## config.mk

```make
export PLATFORM = sky130hd
export DESIGN_NAME = onehot_pulse_decoder
export DESIGN_NICKNAME = d
export VERILOG_FILES = /design/src/rtl/onehot_pulse_decoder.sv
export SDC_FILE = /design/constraint.sdc
export NUM_CORES = 1
export LEC_CHECK = 0
export ABC_CLOCK_PERIOD_IN_PS = 1870
export CAP_MARGIN = 15
export CORE_MARGIN = 5
export CORE_UTILIZATION = 48
export CTS_BUF_LIST = sky130_fd_sc_hd__clkbuf_8
export CTS_CLUSTER_DIAMETER = 200
export CTS_CLUSTER_SIZE = 12
export DETAILED_ROUTE_END_ITERATION = 16
export PLACE_DENSITY = 0.8
export RECOVER_POWER = 50
export SYNTH_ARGS = -nofsm -noshare
export SYNTH_HDL_FRONTEND = slang
export SYNTH_SLANG_ARGS = --single-unit
export TNS_END_PERCENT = 1
```

## constraint.sdc

```tcl
create_clock -name clk -period 1.87 [get_ports clk]
set_input_delay 0.2805 -clock clk [delete_from_list [all_inputs] [get_ports clk]]
set_output_delay 0.2805 -clock clk [all_outputs]
set_load 0.02 [all_outputs]
```

## src/rtl/onehot_pulse_decoder.sv

```systemverilog
// Handshaked binary-index to one-hot strobe decoder; each accepted line is held HOLD cycles.
// Build option THERMO_OUT_EN: load a thermometer code (bits [idx:0]) instead of one-hot.
module onehot_pulse_decoder #(
  parameter int N    = 8,
  parameter int M    = $clog2(N),
  parameter int HOLD = 4,
  parameter int CW   = $clog2(HOLD + 1)
) (
  input  logic         clk,
  input  logic         rst_n,
  input  logic [M-1:0] in_idx,
  input  logic         in_valid,
  output logic         in_ready,
  output logic [N-1:0] out,
  output logic         out_valid,
  output logic         busy,
  output logic         err
);

  typedef enum logic {IDLE = 1'b0, ACTIVE = 1'b1} state_t;

  localparam logic [M:0] NLIM = (M + 1)'(N);

  state_t        state;
  logic [CW-1:0] cnt;
  logic          accept;
  logic          in_range;

  function automatic logic [N-1:0] decode(input logic [M-1:0] idx);
    logic [N-1:0] d;
    for (int i = 0; i < N; i++) begin
`ifdef THERMO_OUT_EN
      d[i] = ((M + 1)'(i) <= {1'b0, idx});
`else
      d[i] = ((M + 1)'(i) == {1'b0, idx});
`endif
    end
    return d;
  endfunction

  // Ready depends only on state/counter so upstream may gate valid on ready.
  assign in_ready = (state == IDLE) || ((state == ACTIVE) && (cnt == CW'(1)));
  assign busy     = (state == ACTIVE);
  assign accept   = in_valid && in_ready;
  assign in_range = ({1'b0, in_idx} < NLIM);

  always_ff @(posedge clk or negedge rst_n) begin
    if (!rst_n) begin
      state     <= IDLE;
      cnt       <= '0;
      out       <= '0;
      out_valid <= 1'b0;
      err       <= 1'b0;
    end else begin
      err <= accept && !in_range;
      case (state)
        IDLE: begin
          if (accept && in_range) begin
            out       <= decode(in_idx);
            out_valid <= 1'b1;
            cnt       <= CW'(HOLD);
            state     <= ACTIVE;
          end
        end
        ACTIVE: begin
          if (cnt > CW'(1)) begin
            cnt <= cnt - CW'(1);
          end else if (accept && in_range) begin
            // Gapless reload: the line may switch in a single edge.
            out       <= decode(in_idx);
            out_valid <= 1'b1;
            cnt       <= CW'(HOLD);
          end else begin
            out       <= '0;
            out_valid <= 1'b0;
            cnt       <= '0;
            state     <= IDLE;
          end
        end
        default: begin
          state <= IDLE;
        end
      endcase
    end
  end

endmodule

```

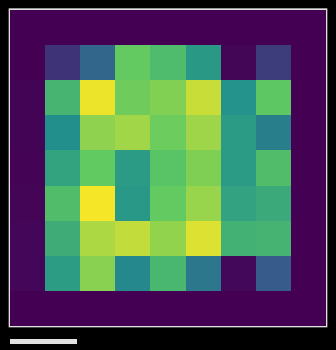
util_map.png
Scale bar: 10 um. The die is cut into 9 by 9 equal tiles; dark purple is low, yellow is high, 0 to 100% covered.
tiles over 75% full: 24%
mean over tiles: 39%
densest ninth of the die: middle
nearly empty tiles: 41%
fullest tile: 99%
Final Core Density: 0.670
core area: 1300 um^2
floorplan core density: 0.507

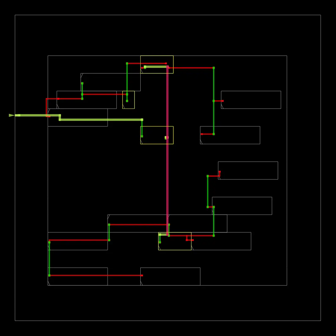
clock_nets.png
clk pwr: 0.248 mW
clock skew: 0.00330 ns
Late-Pin Clk Latency: 0.24 ns

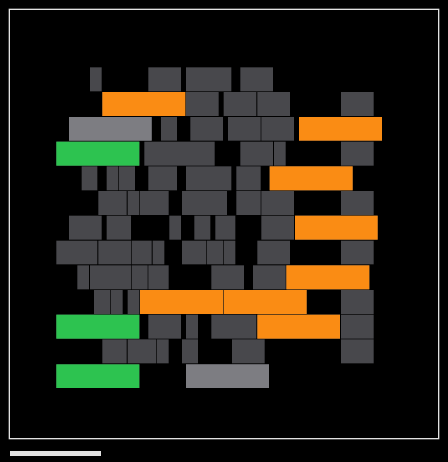
ff_map.png
Scale bar: 10 um. Other sequential cells in the stronger gray, the rest of the logic in the fainter gray.
[out] orange | placed flops: 8
[cnt] green | placed flops: 3
not colored: 2

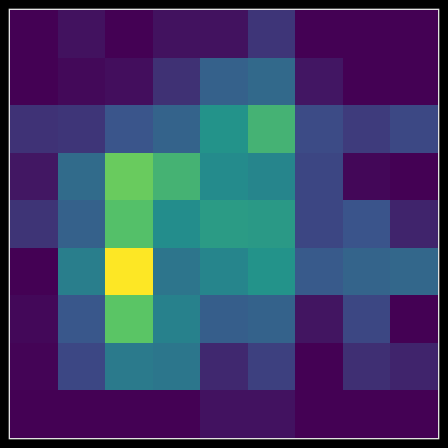
route_heat.png
The die is cut into 9 by 9 equal tiles; dark purple is low, yellow is high, scaled to the fullest tile. Values are wire area over tile area, all layers added.
fullest tile: 0.48
mean over tiles: 0.11
nearly empty tiles: 26%
densest ninth of the die: middle
tiles over half the peak: 12%
routed vias: 516
total track usage: 0.164
WL per Instance: 15.8 um
final wirelength: 1460 um

==> results.ini <==
[job]
warnings=27
drv_cap=0

[placed_design]
dp_hpwl_um=1150
pre_cts_ws_ns=0.138
dp.cells=88
gp_congestion=0.859
place.port_buffers=16
dpl-instance-area_um2=842

[sta]
worst_pin_slew_ns=0.574
min_period_ns=1.71
whs_ns=0.473
rsz0062_at_grt=false
hold_viol_final=0
finalCritPeriodShare=0.915
setup_viol=0
relSlewSlack=0.616
fmax_ghz=0.584
fin_ws_ns=0.158
final.setup.tns_ns=0
drv_slew=0

[hold_path]
hold_path.class=in -> async

[logic_synthesis]
async_reset_ff_frac=1.00
synth.logic.top_family=AND-OR/OR-AND gates
netlist-cell-type-count=21
synth_seq_share=0.493
yosysWarningCount=0
top_area_cell=dfrtp_1
aoi_share=0.306
syn_inst=56
synth_area_um2=659
ys_sh_adder=0.0380
synth.area.mux_share=0
ff_type=dfrtp_1
topCellsByArea=dfrtp_1 (49%), a22o_2 (11%), a22o_1 (4.0%)
avgSynthCellArea_um2=11.8
yosysTopAreaCellShare=0.493
synth-seq-cells=13
syn_nets=64
ys_cells=56
yosysChipArea_um2=659
xor_share=0
edf_count=0
synthSimpleGateAreaFrac=0.106

[layout]
mostFrequentLayoutCells=dfrtp_1 (13), clkdlybuf4s50_1 (12), a22o_2 (7)
drive_gt1_frac=0.195
stdcell_area_um2=872
layout.cells.non_filler=92
syn_to_final_growth_pct=32.3
final_common_cell=dfrtp_1
fin_nets=86
diodes=0

[outcome]
status=finished clean

[power]
power.internal_mw=0.877
power_frac_clock=0.171
power_density_nw_per_um2=1670
power.total_mw=1.45
p_sw_frac=0.397
vdd_drop_max_v=0.000879
switchingPower_mw=0.577
power_frac_comb=0.520
p_leak_nw=0.408
seqPwrFrac=0.309

[worst_setup_path]
r2r_start=cnt[1]$_DFFE_PN0P_
crit_arrival_ns=1.43
r2r_slack_ns=0.20
worstPathMaxFanout=5
rr_worst_depth=6
endpoint=in_ready
cp-startpoint=cnt[0]$_DFFE_PN0P_
worst_r2r_endpoint=out[0]$_DFFE_PN0P_
end_kind=primary output
crit_required_ns=1.59
path_class=reg -> out
startpoint_type=flop

[grt]
grt.overflow.total=0
grt_pass1_wl_um=2480
antenna_found_initial=0
grt_pass1_vias=525
grt_max_degree=14

[drt]
first_pass_iters=5
ant_nets=0
vias_per_cell=5.61
drtIter0Drc=8
drc=0

[floorplanning]
ioPinCount=18
die-area_um2=2220
die_h_um=47.1
die_x_um=47.1
rows=13

[clock_tree]
h-tree-depth=1
cts_sinks=13
clk_pin_slew_ns=0.06
clk_path_buf_depth=2
ctsHoldBuffers=0
cts_buffers=3
cts_root_buf=clkbuf_8
cts_tree=built

## power by group through the flow
stage | combinational [mW] | clock [mW] | sequential [mW]
6_report | 0.756 | 0.248 | 0.450
5_1_grt | 0.818 | 0.278 | 0.465
4_1_cts | 0.794 | 0.255 | 0.458
3_5_place_dp | 0.796 | 0 | 0.464
3_3_place_gp | 0.783 | 0 | 0.453
2_1_floorplan | 0.430 | 0 | 0.537
## logic make-up after synthesis
logic type      after synthesis
buf+inv                       6
other cells                   1
fa+ha+maj                     2
flops                        13
compound gates               22
simple gates                 12
## cell usage after synthesis, types with 2 or more instances
master    number
a21oi_1        5
a32o_1         2
and2b_1        2
a22o_2         7
inv_1          4
ha_1           2
a22o_1         3
nand2_1        3
nor2_1         3
nand2b_1       2
dfrtp_1       13
## final cells by class
cell class	instances	area (um^2)
Sequential cell	13	325
Inverter	4	15.0
Clock inverter	1	5.00
Clock buffer	3	41.3
Multi-Input combinational cell	37	289
Tap cell	15	18.8
Fill cell	116	429
Timing Repair Buffer	19	178
## per-layer routing
layer / up-vias / part of all wire / global-route usage
li1: 243 / - / -
met1: 247 / 0.39 / 0.197
met2: 23 / 0.52 / 0.279
met3: 3 / 0.074 / 0.0421
met4: 0 / 0.017 / 0.0663
met5: - / 0 / 0
## critical path, cell delays in order (launching register included)
cell,delay [ns]
dfrtp_1,0.43
ha_1,0.23
nand2b_1,0.11
nand2_1,0.08
dlygate4sd2_1,0.33
## flip-flops by register name, summed over array words and instances, names as in the netlist
signal	flops
busy	1
cnt	3
out	8
out_valid	1
## repair_timing
item / in CTS / in global routing
endpoints found under the hold margin: 0 / 0
setup buffers: 0 / 0
setup endpoints to repair: 1 / 0
resized: 1 / 0
No activity file was given, so power comes from the tool's default toggle rates.
